===== config.mk =====
export PLATFORM = sky130hd
export DESIGN_NAME = fft_sink_feeder
export DESIGN_NICKNAME = d
export VERILOG_FILES = /design/src/rtl/fft_sink_feeder.sv
export SDC_FILE = /design/constraint.sdc
export NUM_CORES = 1
export LEC_CHECK = 0
export CORE_ASPECT_RATIO = 0.7
export CORE_MARGIN = 8
export CORE_UTILIZATION = 35
export DETAILED_ROUTE_END_ITERATION = 16
export PLACE_DENSITY = 0.59
export SLEW_MARGIN = 20
export SYNTH_ARGS = -nofsm -noshare
export SYNTH_HDL_FRONTEND = slang
export SYNTH_SLANG_ARGS = --single-unit

===== constraint.sdc =====
create_clock -name clk -period 5.37 [get_ports clk]
set_input_delay 0.537 -clock clk [delete_from_list [all_inputs] [get_ports clk]]
set_output_delay 0.537 -clock clk [all_outputs]
set_load 0.01 [all_outputs]

===== src/rtl/fft_sink_feeder.sv =====
// Frame source for the FFT sink handshake: captures transform_length samples after a
// trigger into a show-ahead FIFO and presents them on master_sink_* with dav/ena flow control.
module fft_sink_feeder #(
   parameter int data_width            = 16,
   parameter int transform_length      = 32768,
   parameter int log2_transform_length = 15,
   parameter int fifo_add_width        = 4
) (
   input  logic                  clk,
   input  logic                  reset,
   input  logic                  frame_start,
   input  logic                  inv_req,
   input  logic                  sample_valid,
   input  logic [data_width-1:0] sample_real_in,
   input  logic [data_width-1:0] sample_imag_in,
   input  logic                  master_sink_ena,
   output logic                  master_sink_dav,
   output logic                  master_sink_sop,
   output logic                  inv_i,
   output logic [data_width-1:0] data_real_out,
   output logic [data_width-1:0] data_imag_out,
   output logic                  busy,
   output logic                  frame_done,
   output logic                  overflow
);

   localparam int CNT_W = log2_transform_length + 1;
   localparam int DEPTH = 1 << fifo_add_width;
   localparam logic [CNT_W-1:0]          LEN      = CNT_W'(transform_length);
   localparam logic [CNT_W-1:0]          LAST     = CNT_W'(transform_length - 1);
   localparam logic [CNT_W-1:0]          CNT_ONE  = CNT_W'(1);
   localparam logic [fifo_add_width-1:0] PTR_ONE  = fifo_add_width'(1);
   localparam logic [fifo_add_width:0]   OCC_ONE  = (fifo_add_width + 1)'(1);
   localparam logic [fifo_add_width:0]   OCC_FULL = (fifo_add_width + 1)'(DEPTH);

   typedef enum logic [1:0] {IDLE, FILL, DRAIN} state_t;

   state_t                      state_q, state_d;
   logic [2*data_width-1:0]     mem_q [DEPTH];
   logic [fifo_add_width-1:0]   wr_ptr_q, wr_ptr_d;
   logic [fifo_add_width-1:0]   rd_ptr_q, rd_ptr_d;
   logic [fifo_add_width:0]     occ_q, occ_d;
   logic [CNT_W-1:0]            wr_cnt_q, wr_cnt_d;
   logic [CNT_W-1:0]            tx_cnt_q, tx_cnt_d;
   logic                        inv_q, inv_d;
   logic                        done_q, done_d;
   logic                        ovf_q, ovf_d;

   logic                        capture, dav, pop, full, wr, drop;
   logic [2*data_width-1:0]     head;

   // A sample is eligible in FILL, or in IDLE only together with an accepted trigger.
   assign capture = (state_q == FILL) || ((state_q == IDLE) && frame_start);
   assign dav     = (occ_q != '0) && (state_q != IDLE);
   assign pop     = dav && master_sink_ena;
   assign full    = (occ_q == OCC_FULL);
   assign wr      = sample_valid && capture && (!full || pop);
   assign drop    = sample_valid && capture && full && !pop;
   assign head    = mem_q[rd_ptr_q];

   always_comb begin
      state_d  = state_q;
      wr_ptr_d = wr_ptr_q;
      rd_ptr_d = rd_ptr_q;
      occ_d    = occ_q;
      wr_cnt_d = wr_cnt_q;
      tx_cnt_d = tx_cnt_q;
      inv_d    = inv_q;
      done_d   = 1'b0;
      ovf_d    = ovf_q | drop;

      if (wr)  wr_ptr_d = wr_ptr_q + PTR_ONE;
      if (pop) begin
         rd_ptr_d = rd_ptr_q + PTR_ONE;
         tx_cnt_d = tx_cnt_q + CNT_ONE;
      end
      case ({wr, pop})
         2'b10:   occ_d = occ_q + OCC_ONE;
         2'b01:   occ_d = occ_q - OCC_ONE;
         default: occ_d = occ_q;
      endcase

      case (state_q)
         IDLE: begin
            if (frame_start) begin
               inv_d    = inv_req;
               tx_cnt_d = '0;
               wr_cnt_d = wr ? CNT_ONE : '0;
               state_d  = (wr && (CNT_ONE == LEN)) ? DRAIN : FILL;
            end
         end
         FILL: begin
            if (wr) begin
               wr_cnt_d = wr_cnt_q + CNT_ONE;
               if (wr_cnt_d == LEN) state_d = DRAIN;
            end
         end
         DRAIN: begin
            if (pop && (tx_cnt_q == LAST)) begin
               state_d = IDLE;
               done_d  = 1'b1;
            end
         end
         default: state_d = IDLE;
      endcase
   end

   always_ff @(posedge clk) begin
      if (!reset) begin
         state_q  <= IDLE;
         wr_ptr_q <= '0;
         rd_ptr_q <= '0;
         occ_q    <= '0;
         wr_cnt_q <= '0;
         tx_cnt_q <= '0;
         inv_q    <= 1'b0;
         done_q   <= 1'b0;
         ovf_q    <= 1'b0;
      end else begin
         state_q  <= state_d;
         wr_ptr_q <= wr_ptr_d;
         rd_ptr_q <= rd_ptr_d;
         occ_q    <= occ_d;
         wr_cnt_q <= wr_cnt_d;
         tx_cnt_q <= tx_cnt_d;
         inv_q    <= inv_d;
         done_q   <= done_d;
         ovf_q    <= ovf_d;
      end
   end

   // Sample storage carries no reset; occupancy gates every read.
   always_ff @(posedge clk) begin
      if (wr) mem_q[wr_ptr_q] <= {sample_real_in, sample_imag_in};
   end

   assign master_sink_dav = dav;
   assign master_sink_sop = dav && (tx_cnt_q == '0);
   assign inv_i           = inv_q;
   assign data_real_out   = dav ? head[2*data_width-1:data_width] : '0;
   assign data_imag_out   = dav ? head[data_width-1:0] : '0;
   assign busy            = (state_q != IDLE);
   assign frame_done      = done_q;
   assign overflow        = ovf_q;

endmodule


==> run_1/power_grid.png <==
Drawn at 1 px/µm. Pins as bars on the die edge.
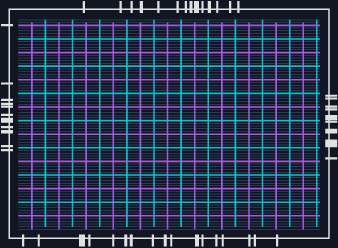
Key: VDD = cyan; VSS = purple
78 met1 rails follow the rows. 22 straps on met4.
die outline height: 228 µm
Floorplan Core Area: 63200 µm²
Die X-Extent: 318 µm

==> run_1/wires.png <==
Drawn at 1.5 px/µm.
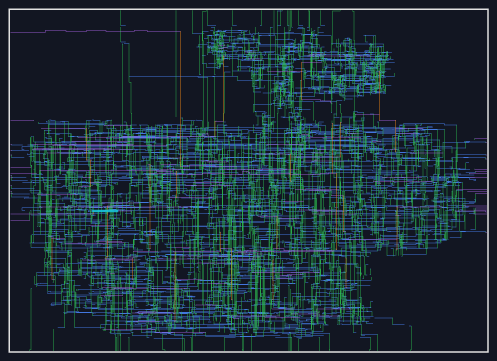
Key: metal 4 = orange [wire length 754 µm]; metal 5 = cyan [wire length 15.6 µm]; metal 1 = blue [wire length 22.9 mm]; metal 2 = green [wire length 23.1 mm]; metal 3 = purple [wire length 3150 µm]
detailed-route wire length: 49900 µm
Avg WL per Cell: 23.8 µm
vias: 11000

==> highlights.md, run 1 <==
* **endpoint of the worst setup timing path** data_real_out[4]
* **r2r worst-path depth** 10
* **Synth cell types** 55
* **max-capacitance violation count** 0
* **beginning of the worst hold path** inv_i$_SDFFE_PN0P_
* **portion of netlist area occupied by mux cells** 16.4%
* **crit share post-route** 75.3%
* **Static Leakage** 7.89 nW
* **Gate Count Post-Synth** 1112
* **flip-flops with a built-in enable** 512
* **clk slew on worst S/H paths** 0.06 ns
* **Clock Tree Buf Depth** 3
* **Crit path max-delay family** buffers and inverters
* **synthesized-area fraction occupied by xor and xnor cells** 0.939%
* **share of synthesized cell area in and-or and or-and compound cells** 2.34%
* **maximum operating frequency** 247 MHz
* **cell with the biggest individual delay on the critical path** sky130_fd_sc_hd__dfxtp_4
* **most used cell along the critical path** sky130_fd_sc_hd__mux4_2
* **final number of hold-violating endpoints** 0
* **post-detailed-placement half-perimeter wirelength** 28400 µm
* **placement-stage cell area** 24400 µm²
* **worst min-delay path endpoint** inv_i$_SDFFE_PN0P_
* **H-tree levels** 2
* **Residual DRC** 0
* **Min-Delay Path Depth** 2
* **setup repair after global routing missed its margin** no
* **Area Growth Syn to Fin** 16.7%
* **final cell count without fillers** 2098
* **number of standard-cell rows in the floorplan** 77
* **worst setup margin** 1.33 ns
* **routability-driven placement congestion ratio** 0.720
* **area of the multi-input gates** 5750 µm²
* **Avg Inst Size Synth** 20.1 µm²
* **Critical Path Sink Type** primary output
* **ratio of cells with drive above 1 in the final layout** 24.1%
* **register share of total power** 53.0%
* **critical path, cell by cell** buf_4, mux4_2, mux4_2, nor2b_1, clkdlybuf4s50_1
* **critical register-to-register path endpoint** occ_q[4]$_SDFFE_PN0P_
* **maximum vdd drop** 0.255 mV
* **most frequent cell after synthesis** sky130_fd_sc_hd__edfxtp_1
* **setup fix buffers added after clock tree synthesis** 0
* **Worst R2R Setup Slack** 2.35 ns
* **Warnings, synthesis** 0
* **global-route usage over all layers** 13.7%
* **number of antenna-violating nets in the routed design** 0
* **Post-synth regs** 566
* **FF+latch area** 16500 µm²
* **total count of max-transition violations in the final report** 0
* **vias in the first global route** 11300
* **clock tree from TritonCTS** done
* **Psw** 0.00195 W
* **buffers plus inverters on the worst setup path** 2
* **shortest clock period the worst path allows after layout** 4.04 ns
* **Finished Cell Area** 26100 µm²
* **Pre-antenna DRT Iters** 5
* **post-placement cell count** 1998
* **maximum number of pins on one net before global-route repair** 59
* **power share of the combinational group** 5.8%
* **Chip Area, Yosys** 22400 µm²
* **transition time of the tightest slew-check pin** 1.04 ns
* **starting DRC count in detailed routing** 1120
* **utilization after layout** 41.3%
* **most frequent cells after synthesis** sky130_fd_sc_hd__edfxtp_1 (512), sky130_fd_sc_hd__mux4_2 (160), sky130_fd_sc_hd__dfxtp_1 (54)
* **top post-synthesis cells by area** sky130_fd_sc_hd__edfxtp_1 (69%), sky130_fd_sc_hd__mux4_2 (16%), sky130_fd_sc_hd__dfxtp_1 (4.8%)
* **reg2reg start** occ_q[0]$_SDFFE_PN0P_
* **class of the most critical setup path** reg -> out
* **mean number of vias per cell** 5.25
* **result of the run** finished clean
* **Adders+Majority by Area** 0.761%
* **main flop type after synthesis** sky130_fd_sc_hd__edfxtp_1
* **antenna violations before repair** 3
* **total power of the final layout** 0.00918 W
* **simple share** 4.69%
* **worst slew slack as a fraction of its limit** 30.5%
* **number of buffers added to fix hold violations after cts** 0
* **Boundary Pins** 76
* **area leader, netlist** sky130_fd_sc_hd__edfxtp_1
* **CP Launch Type** flip-flop
* **first-pass GRT wire length** 74900 µm
* **number of cells in Yosys stat** 1112
* **proportion of synthesized chip area in sequential cells** 73.5%
* **Pre-Place Util** 35.4%
* **PortBufs** 75
* **clock root buffer** sky130_fd_sc_hd__clkbuf_16
==> run_1/clocks.png <==
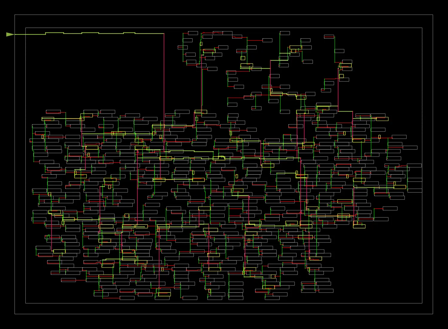
TritonCTS Sinks: 566
cts bufs inserted: 53
flip-flops: 566
clock buffers: 58

==> run_1/clk_routes.png <==
Drawn at 1 px/µm.
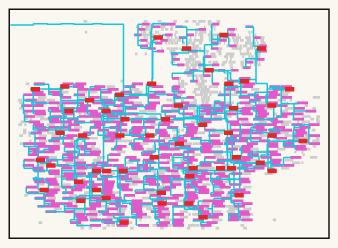
Key: clock wires = cyan [length 6610 µm]; flip-flops = magenta [count 566]; clock drivers = red [count 53]
There are 54 routed clock nets.
worst clock skew on the final layout: 0.0129 ns
Worst-Skew Late Latency: 0.60 ns
Clk network pwr share: 41.1%
clk pwr: 0.00378 W

## run 1: placed cells by master, fill, tap and decap left out, types with 4 or more instances in the layout
cell type | netlist | final
sky130_fd_sc_hd__nor3_1 | 10 | 6
sky130_fd_sc_hd__nor3_2 | 0 | 4
sky130_fd_sc_hd__buf_4 | 0 | 33
sky130_fd_sc_hd__nor2b_1 | 35 | 35
sky130_fd_sc_hd__clkbuf_1 | 29 | 4
sky130_fd_sc_hd__nor2_1 | 52 | 40
sky130_fd_sc_hd__clkbuf_16 | 0 | 54
sky130_fd_sc_hd__mux2i_1 | 7 | 7
sky130_fd_sc_hd__clkinv_2 | 0 | 6
sky130_fd_sc_hd__nor4_1 | 7 | 7
sky130_fd_sc_hd__nand2b_1 | 5 | 5
sky130_fd_sc_hd__nand3b_1 | 4 | 4
sky130_fd_sc_hd__or3_1 | 7 | 7
sky130_fd_sc_hd__inv_1 | 15 | 14
sky130_fd_sc_hd__a21oi_1 | 26 | 26
sky130_fd_sc_hd__dfxtp_1 | 54 | 50
sky130_fd_sc_hd__xnor2_1 | 11 | 11
sky130_fd_sc_hd__inv_6 | 0 | 4
sky130_fd_sc_hd__nand3_1 | 13 | 13
sky130_fd_sc_hd__nand2_1 | 37 | 37
sky130_fd_sc_hd__a311oi_1 | 7 | 7
sky130_fd_sc_hd__nor2_4 | 0 | 12
sky130_fd_sc_hd__nand4_1 | 8 | 8
sky130_fd_sc_hd__clkinv_1 | 0 | 21
sky130_fd_sc_hd__bufinv_16 | 0 | 6
sky130_fd_sc_hd__and2_1 | 4 | 4
sky130_fd_sc_hd__mux4_2 | 160 | 160
sky130_fd_sc_hd__ha_1 | 12 | 12
sky130_fd_sc_hd__xor2_1 | 13 | 13
sky130_fd_sc_hd__clkdlybuf4s50_1 | 0 | 75
sky130_fd_sc_hd__edfxtp_1 | 512 | 512
sky130_fd_sc_hd__o21ai_0 | 15 | 15
## run 1: tightest hold or removal path, stage by stage, from the launching register on
cell	delay, ns
sky130_fd_sc_hd__dfxtp_1	0.31
sky130_fd_sc_hd__nand2_1	0.05
sky130_fd_sc_hd__a21oi_1	0.05
## run 1: final cells by class
class	instances	area share, %
repair buffers	111	4.05
well taps	829	3.97
flip-flops and latches	566	63.0
clock inverters	41	1.47
inverters	15	0.216
multi-input cells	477	22.0
clock buffers	58	5.23
diodes	1	0.00958
## run 1: metal layers
layer	global-route usage (%)	vias up	wire length, µm
met1	19.9	5854	22900
li1	-	4786	-
met5	0	-	15
met2	21.1	306	23100
met4	3.24	2	753
met3	2.78	62	3150
## run 1: power groups by stage
stage | clock, W | sequential [W] | combinational [W]
after floorplan | 0 | 0.00496 | 0.000313
after global placement | 0 | 0.00496 | 0.000542
after detailed placement | 0 | 0.00497 | 0.000548
after CTS | 0.00388 | 0.00487 | 0.000549
after global routing | 0.00404 | 0.00487 | 0.000580
final | 0.00378 | 0.00487 | 0.000535
## run 1: sequential cells by signal (all words and copies together) (netlist names), named ones only
signal      flops
mem_q         512
tx_cnt_q       16
wr_cnt_q       16
occ_q           5
rd_ptr_q        4
wr_ptr_q        4
state_q         2
frame_done      1
inv_i           1
overflow        1
==> run 2: changes to the inputs <==
==> constraint.sdc (replaced) <==
create_clock -name clk -period 4.19 [get_ports clk]
set_input_delay 0.419 -clock clk [delete_from_list [all_inputs] [get_ports clk]]
set_output_delay 0.419 -clock clk [all_outputs]
set_load 0.01 [all_outputs]
==> run_2/wires.png <==
Drawn at 1.5 px/µm.
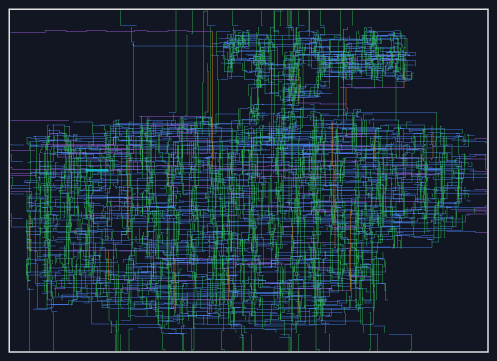
Key: metal 5 = cyan [wire length 13.8 µm]; metal 4 = orange [wire length 731 µm]; metal 2 = green [wire length 22.7 mm]; metal 3 = purple [wire length 2570 µm]; metal 1 = blue [wire length 23.6 mm]
detailed-route wire length: 49600 µm
global-route usage over all layers: 13.6%
Avg WL per Cell: 23.6 µm
vias: 11000

==> run_2/clk_routes.png <==
Drawn at 1 px/µm.
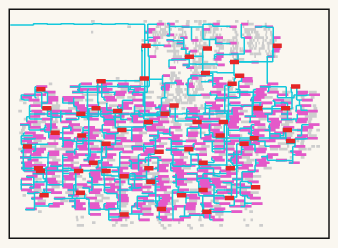
Key: clock drivers = red [count 54]; clock wires = cyan [length 6800 µm]; flip-flops = magenta [count 566]
There are 55 routed clock nets.
worst clock skew on the final layout: 0.0167 ns
Worst-Skew Late Latency: 0.61 ns
Clk network pwr share: 40.9%
clk pwr: 0.00480 W

==> run 2 against run 1 <==
  * Non-clock buffer count rose by 5
  * Critical path type unchanged
  * Via count is 0.41% lower
  * Global-route usage hardly changed
  * Critical endpoint is now data_real_out[15]
  * Final area increased by 0.65%
  * Count of clock-buffer cells in the layout rose by 4
  * Routed wire length is 0.61% lower
  * Worst hold slack got worse by 0.064 ns
  * Die size is the same
  * Combinational power rose by 28%
  * Highest routed layer unchanged
  * Sequential share of layout area shrank 0.41 points
==> highlights.md, run 2 <==
* **TritonCTS Sinks** 566
* **shortest clock period the worst path allows after layout** 3.74 ns
* **Floorplan Core Area** 63200 µm²
* **crit share post-route** 89.2%
* **most frequent cells after synthesis** sky130_fd_sc_hd__edfxtp_1 (512), sky130_fd_sc_hd__mux4_2 (160), sky130_fd_sc_hd__dfxtp_1 (54)
* **max-capacitance violation count** 0
* **cell with the biggest individual delay on the critical path** sky130_fd_sc_hd__mux4_2
* **most used cell along the critical path** sky130_fd_sc_hd__mux4_2
* **maximum number of pins on one net before global-route repair** 47
* **highest-count logic cell in the final layout** sky130_fd_sc_hd__edfxtp_1
* **Synth cell types** 55
* **Pre-Place Util** 35.4%
* **maximum vdd drop** 0.364 mV
* **Static Leakage** 7.93 nW
* **die outline height** 228 µm
* **top post-synthesis cells by area** sky130_fd_sc_hd__edfxtp_1 (69%), sky130_fd_sc_hd__mux4_2 (16%), sky130_fd_sc_hd__dfxtp_1 (4.8%)
* **total count of max-transition violations in the final report** 0
* **first-pass GRT wire length** 74500 µm
* **Avg Inst Size Synth** 20.1 µm²
* **synthesized net count** 1163
* **global-route track usage on met3** 2.63%
* **setup fix buffers added after clock tree synthesis** 0
* **number of cells in Yosys stat** 1112
* **Pwr per Cell Area** 446 nW/µm²
* **number of standard-cell rows in the floorplan** 77
* **Gate Count Post-Synth** 1112
* **buffers plus inverters on the worst setup path** 2
* **Crit path max-delay family** multiplexers
* **Log Warnings** 31
* **crit path DRT** 3.77 ns
* **number of nets in the finished design** 1281
* **most frequent cell after synthesis** sky130_fd_sc_hd__edfxtp_1
* **ratio of cells with drive above 1 in the final layout** 24.4%
* **Die X-Extent** 318 µm
* **PortBufs** 75
* **Inserted Diodes** 0
* **Largest register FFs** 512
* **Pre-antenna DRT Iters** 4
* **routability-driven placement congestion ratio** 0.727
* **antenna violations before repair** 1
* **worst slew slack as a fraction of its limit** 48.1%
* **register with the highest flop count** mem_q
* **# setup viols final** 0
* **top library cells by usage in the layout, fill and taps aside** sky130_fd_sc_hd__edfxtp_1 (512), sky130_fd_sc_hd__mux4_2 (160), sky130_fd_sc_hd__clkdlybuf4s50_1 (75), sky130_fd_sc_hd__clkbuf_16 (54), sky130_fd_sc_hd__dfxtp_1 (50)
* **transition time of the tightest slew-check pin** 0.772 ns
* **global-route track usage on met1** 19.8%
* **clk slew on worst S/H paths** 0.06 ns
* **CP Launch Type** flip-flop
* **critical path, cell by cell** buf_4, mux4_2, mux4_2, nor2b_1, clkdlybuf4s50_1
* **flip-flops with a built-in enable** 512
* **Critical Path Sink Type** primary output
* **proportion of synthesized chip area in sequential cells** 73.5%
* **main flop type after synthesis** sky130_fd_sc_hd__edfxtp_1
* **total grt overflow** 0
* **clock tree from TritonCTS** done
* **result of the run** finished clean
* **arrival time reported for the critical path endpoint** 3.32 ns
* **Residual DRC** 0
* **vias in the first global route** 11400
* **most congested layer reported by global routing** met2
* **mean number of vias per cell** 5.22
* **H-tree levels** 2
* **final number of hold-violating endpoints** 0
* **clock root buffer** sky130_fd_sc_hd__clkbuf_16
* **number of antenna-violating nets in the routed design** 0
* **area leader, netlist** sky130_fd_sc_hd__edfxtp_1
* **Warnings, synthesis** 0
* **post-cts gate resize count** 0
* **class of the most critical setup path** reg -> out
* **met2 track utilization from global routing** 21.2%
* **post-detailed-placement half-perimeter wirelength** 28000 µm
* **Post-synth regs** 566
* **Area Growth Syn to Fin** 17.5%
* **worst setup margin** 0.451 ns
* **largest driver fanout on the critical path** 20
* **post-synthesis async set-or-reset flop share** 0%
* **number of buffers added to fix hold violations after cts** 0
* **biggest registers after layout** mem_q (512), tx_cnt_q (16), wr_cnt_q (16)
* **starting DRC count in detailed routing** 1146
* **Clock Tree Buf Depth** 3
* **setup repair after global routing missed its margin** no
* **Chip Area, Yosys** 22400 µm²
* **dpl ws** 0.899 ns
* **maximum operating frequency** 267 MHz
* **area share of the largest cell type after synthesis** 68.7%
* **Boundary Pins** 76
==> run_2/clocks.png <==
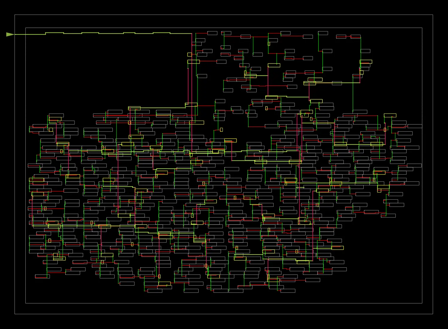
cts bufs inserted: 54
clock buffers: 62

run 2: cell counts after synthesis:
No cell type changed its count.
run 2: tightest hold or removal path, cell delays in order:
cell and delay (ns):
sky130_fd_sc_hd__clkdlybuf4s50_1 0.40, sky130_fd_sc_hd__nand3_1 0.08, sky130_fd_sc_hd__a21oi_1 0.05
run 2: layout make-up:
cell class,instances,area [µm²]
clock buffers,62,1380
flip-flops and latches,566,16500
well taps,829,1040
inverters,15,56.3
multi-input cells,477,5750
repair buffers,116,1250
clock inverters,37,352
fillers,5560,36900
run 2: metal layers:
metal | vias to the layer above | wire length, µm | share of wire (%)
met3 | 61 | 2570 | 5.2
met5 | - | 13 | 0.026
met1 | 5851 | 23600 | 48
li1 | 4789 | - | -
met2 | 262 | 22700 | 46
met4 | 2 | 731 | 1.5
run 2: cell families after synthesis:
family / after synthesis / share of synthesized area (%)
flip-flops: 566 / 73.5
AND/OR/NAND/NOR: 197 / 4.69
multiplexers: 167 / 16.4
AND-OR/OR-AND: 76 / 2.34
buffers and inverters: 69 / 1.30
XOR/XNOR: 24 / 0.939
adder cells (fa/ha/maj): 13 / 0.761
run 2: path summary, 6_finish.rpt:
| path | start | end | slack, ns | cells after the start |
|---|---|---|---|---|
| min reg2reg | inv_i$_SDFFE_PN0P_ | inv_i$_SDFFE_PN0P_ | 0.46 | 2 |
| max reg2reg | occ_q[0]$_SDFFE_PN0P_ | occ_q[4]$_SDFFE_PN0P_ | 1.21 | 10 |
| min | inv_req | inv_i$_SDFFE_PN0P_ | 0.39 | 3 |
| max | flip-flop | data_real_out[15] | 0.45 | 5 |
run 2: stage by stage:
| step | area, µm² | utilization (%) | power, W | instances | hold slack (ns) |
|---|---|---|---|---|---|
| 5_1_grt | 26300 | 41.6 | 0.0121 | 2102 | 0.364 |
| 3_3_place_gp | 24600 | 38.9 | 0.00705 | 2003 | 0.444 |
| 6_report | 26300 | 41.6 | 0.0117 | 2102 | 0.394 |
| 3_5_place_dp | 24600 | 38.9 | 0.00706 | 2003 | 0.450 |
| 4_1_cts | 26300 | 41.6 | 0.0119 | 2102 | 0.355 |
| 2_1_floorplan | 22400 | - | 0.00675 | 1112 | 0.466 |
run 2: where the power goes:
part           switching, W  total, W  internal, W
clock network       0.00211   0.00480      0.00268
logic              0.000361  0.000687     0.000327
registers         0.0000289   0.00624      0.00621
==> run 3: changes to the inputs <==
--- a/config.mk
+++ b/config.mk
@@ -9,7 +9,9 @@
 export CORE_MARGIN = 8
 export CORE_UTILIZATION = 35
 export DETAILED_ROUTE_END_ITERATION = 16
+export MAX_ROUTING_LAYER = met4
 export PLACE_DENSITY = 0.59
+export REMOVE_ABC_BUFFERS = 1
 export SLEW_MARGIN = 20
 export SYNTH_ARGS = -nofsm -noshare
 export SYNTH_HDL_FRONTEND = slang
==> run_3/wires.png <==
Drawn at 1.5 px/µm.
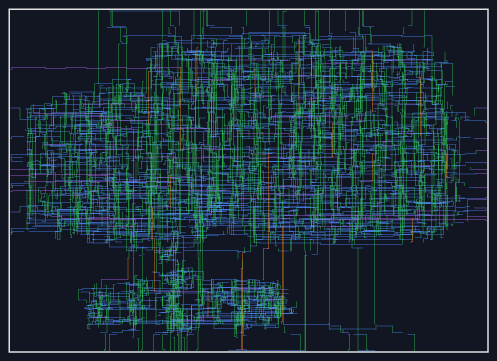
Key: metal 2 = green [wire length 23.7 mm]; metal 1 = blue [wire length 23.5 mm]; metal 3 = purple [wire length 2320 µm]; metal 4 = orange [wire length 1170 µm]
Avg WL per Cell: 24.0 µm
vias: 11100
detailed-route wire length: 50700 µm

==> run_3/clk_routes.png <==
Drawn at 1 px/µm.
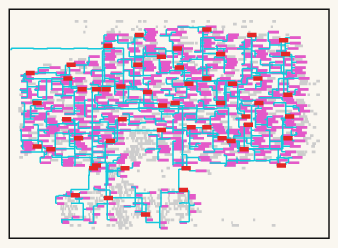
Key: flip-flops = magenta [count 566]; clock drivers = red [count 54]; clock wires = cyan [length 6710 µm]
There are 55 routed clock nets.
clk pwr: 0.00463 W
worst clock skew on the final layout: 0.0213 ns

==> run 3 against run 2 <==
  * Sequential power hardly changed
  * Fmax is 2.9% higher
  * Sequential cell count stayed put
  * Final area is 0.20% lower
==> highlights.md, run 3 <==
* **H-tree levels** 2
* **number of standard-cell rows in the floorplan** 77
* **number of nets in the finished design** 1289
* **Clock Tree Buf Depth** 3
* **routability-driven placement congestion ratio** 0.776
* **final number of hold-violating endpoints** 0
* **top library cells by usage in the layout, fill and taps aside** sky130_fd_sc_hd__edfxtp_1 (512), sky130_fd_sc_hd__mux4_2 (160), sky130_fd_sc_hd__clkdlybuf4s50_1 (75), sky130_fd_sc_hd__clkbuf_16 (57), sky130_fd_sc_hd__dfxtp_1 (50)
* **met2 track utilization from global routing** 22.1%
* **Die X-Extent** 318 µm
* **largest driver fanout on the critical path** 36
* **Area Growth Syn to Fin** 17.3%
* **number of cells in Yosys stat** 1112
* **starting DRC count in detailed routing** 892
* **max-capacitance violation count** 0
* **total grt overflow** 0
* **mean number of vias per cell** 5.23
* **total count of max-transition violations in the final report** 0
* **reg2reg start** occ_q[0]$_SDFFE_PN0P_
* **arrival time reported for the critical path endpoint** 3.21 ns
* **most frequent cell after synthesis** sky130_fd_sc_hd__edfxtp_1
* **clock tree from TritonCTS** done
* **shortest clock period the worst path allows after layout** 3.63 ns
* **global-route track usage on met3** 2.43%
* **flip-flops with a built-in enable** 512
* **Worst R2R Setup Slack** 1.15 ns
* **first-pass GRT wire length** 76500 µm
* **PortBufs** 75
* **crit share post-route** 86.7%
* **area share of the largest cell type after synthesis** 68.7%
* **class of the most critical setup path** reg -> out
* **share of synthesized cell area in and-or and or-and compound cells** 2.34%
* **result of the run** finished clean
* **cell with the biggest individual delay on the critical path** sky130_fd_sc_hd__dfxtp_4
* **highest-count logic cell in the final layout** sky130_fd_sc_hd__edfxtp_1
* **number of buffers added to fix hold violations after cts** 0
* **global-route usage over all layers** 14.4%
* **biggest registers after layout** mem_q (512), tx_cnt_q (16), wr_cnt_q (16)
* **most used cell along the critical path** sky130_fd_sc_hd__mux4_2
* **Boundary Pins** 76
* **critical register-to-register path endpoint** occ_q[4]$_SDFFE_PN0P_
* **post-synthesis async set-or-reset flop share** 0%
* **Critical Path Sink Type** primary output
* **vias in the first global route** 11500
* **global-route track usage on met1** 19.9%
* **clock root buffer** sky130_fd_sc_hd__clkbuf_16
* **most frequent cells after synthesis** sky130_fd_sc_hd__edfxtp_1 (512), sky130_fd_sc_hd__mux4_2 (160), sky130_fd_sc_hd__dfxtp_1 (54)
* **beginning of the worst hold path** inv_req
* **Chip Area, Yosys** 22400 µm²
* **post-cts gate resize count** 0
* **most congested layer reported by global routing** met2
* **main flop type after synthesis** sky130_fd_sc_hd__edfxtp_1
* **TritonCTS Sinks** 566
* **worst slew slack as a fraction of its limit** 45.9%
* **critical path, cell by cell** buf_12, mux4_2, mux4_2, nor2b_1, clkdlybuf4s50_1
* **Pre-Place Util** 35.4%
* **Pre-antenna DRT Iters** 5
* **register with the highest flop count** mem_q
* **post-placement cell count** 2011
* **Hold WS** 0.452 ns
* **Static Leakage** 7.93 nW
* **clk slew on worst S/H paths** 0.06 ns
* **Min-Delay Path Depth** 3
* **maximum vdd drop** 0.317 mV
* **crit path DRT** 3.77 ns
* **Warnings, synthesis** 0
* **summed instance area of the synthesized netlist** 22400 µm²
* **synthesized-area fraction occupied by xor and xnor cells** 0.939%
* **setup repair after global routing missed its margin** no
* **area leader, netlist** sky130_fd_sc_hd__edfxtp_1
* **die outline height** 228 µm
* **Adders+Majority by Area** 0.761%
* **r2r worst-path depth** 10
* **Pwr per Cell Area** 441 nW/µm²
* **post-detailed-placement half-perimeter wirelength** 29800 µm
* **worst min-delay path endpoint** inv_i$_SDFFE_PN0P_
* **portion of netlist area occupied by mux cells** 16.4%
* **ratio of cells with drive above 1 in the final layout** 24.6%
* **maximum number of pins on one net before global-route repair** 51
* **Synth cell types** 55
* **# setup viols final** 0
* **main logic family after synthesis** multiplexers
* **proportion of synthesized chip area in sequential cells** 73.5%
* **Log Warnings** 30
* **Post-synth regs** 566
* **CP Launch Type** flip-flop
* **Gate Count Post-Synth** 1112
* **Avg Inst Size Synth** 20.1 µm²
* **top post-synthesis cells by area** sky130_fd_sc_hd__edfxtp_1 (69%), sky130_fd_sc_hd__mux4_2 (16%), sky130_fd_sc_hd__dfxtp_1 (4.8%)
* **fill cell instance count of the final layout** 5492
* **maximum operating frequency** 275 MHz
* **Largest register FFs** 512
* **Floorplan Core Area** 63200 µm²
* **number of antenna-violating nets in the routed design** 0
* **setup fix buffers added after clock tree synthesis** 0
* **cts bufs inserted** 54
* **final cell count without fillers** 2114
* **antenna violations before repair** 6
* **transition time of the tightest slew-check pin** 0.804 ns
* **Residual DRC** 0
==> run_3/clocks.png <==
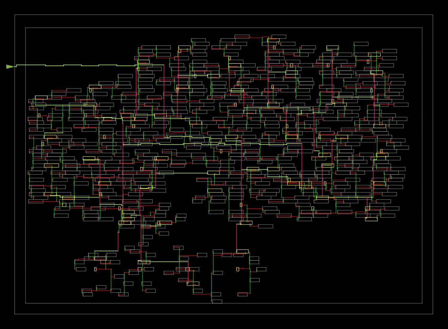
Worst-Skew Late Latency: 0.59 ns
clock buffers: 68

## run 3: cell families (layout without fill, tap and decap cells)
family                   Yosys count  in the layout
AND-OR/OR-AND                     76             76
XOR/XNOR                          24             24
adder cells (fa/ha/maj)           13             13
buffers and inverters             69            237
flip-flops                       566            566
multiplexers                     167            167
other                              0              5
AND/OR/NAND/NOR                  197            197
## run 3: worst max-delay path, delay by kind of cell (launching register included)
| kind | cells | cell delay, ns |
|---|---|---|
| mux | 2 | 0.89 |
| simple gates | 1 | 0.15 |
| flops | 1 | 0.76 |
| buf+inv | 2 | 0.79 |
## run 3: worst max path at each step
stage | slack, ns | endpoint | cells after the start
after floorplan | -2.80 | data_imag_out[0] | 3
after global placement | 0.95 | mem_q[15][2]$_DFFE_PP_ | 7
after detailed placement | 0.91 | mem_q[15][16]$_DFFE_PP_ | 7
after CTS | 0.44 | data_real_out[5] | 5
after global routing | 0.38 | data_imag_out[3] | 5
final | 0.56 | data_real_out[11] | 5
## run 3: power by group
part	internal (W)	switching [W]	leakage, nW	total, W
Combinational	0.000331	0.000368	2.08	0.000699
Sequential	0.00621	0.0000250	5.06	0.00624
Clock	0.00259	0.00204	0.795	0.00463
Total	0.00913	0.00244	7.93	0.0116
## run 3: area by class of cell
class | instances | area (µm²) | share of cell area [%]
Sequential cell | 566 | 16500 | 62.8
Multi-Input combinational cell | 477 | 5750 | 21.9
Clock buffer | 68 | 1470 | 5.59
Timing Repair Buffer | 124 | 1260 | 4.79
Tap cell | 829 | 1040 | 3.95
Clock inverter | 30 | 190 | 0.725
Inverter | 15 | 56.3 | 0.215
Antenna cell | 5 | 12.5 | 0.0477
## run 3: through the flow
step	utilization (%)	setup WS [ns]	area [µm²]	power [W]	setup TNS [ns]
5_1_grt	41.5	0.381	26200	0.0120	0
4_1_cts	41.5	0.437	26200	0.0117	0
2_1_floorplan	-	-2.80	22100	0.00678	-102.63
3_5_place_dp	38.9	0.915	24600	0.00707	0
6_report	41.5	0.557	26200	0.0116	0
3_3_place_gp	38.9	0.950	24600	0.00706	0
## run 3: layer usage
| metal | part of all wire, % | vias to the layer above |
|---|---|---|
| met5 | 0 | - |
| met4 | 2.3 | 0 |
| met3 | 4.6 | 83 |
| met2 | 47 | 228 |
| met1 | 46 | 5930 |
| li1 | - | 4821 |
Power is estimated from default activity; no workload was simulated.
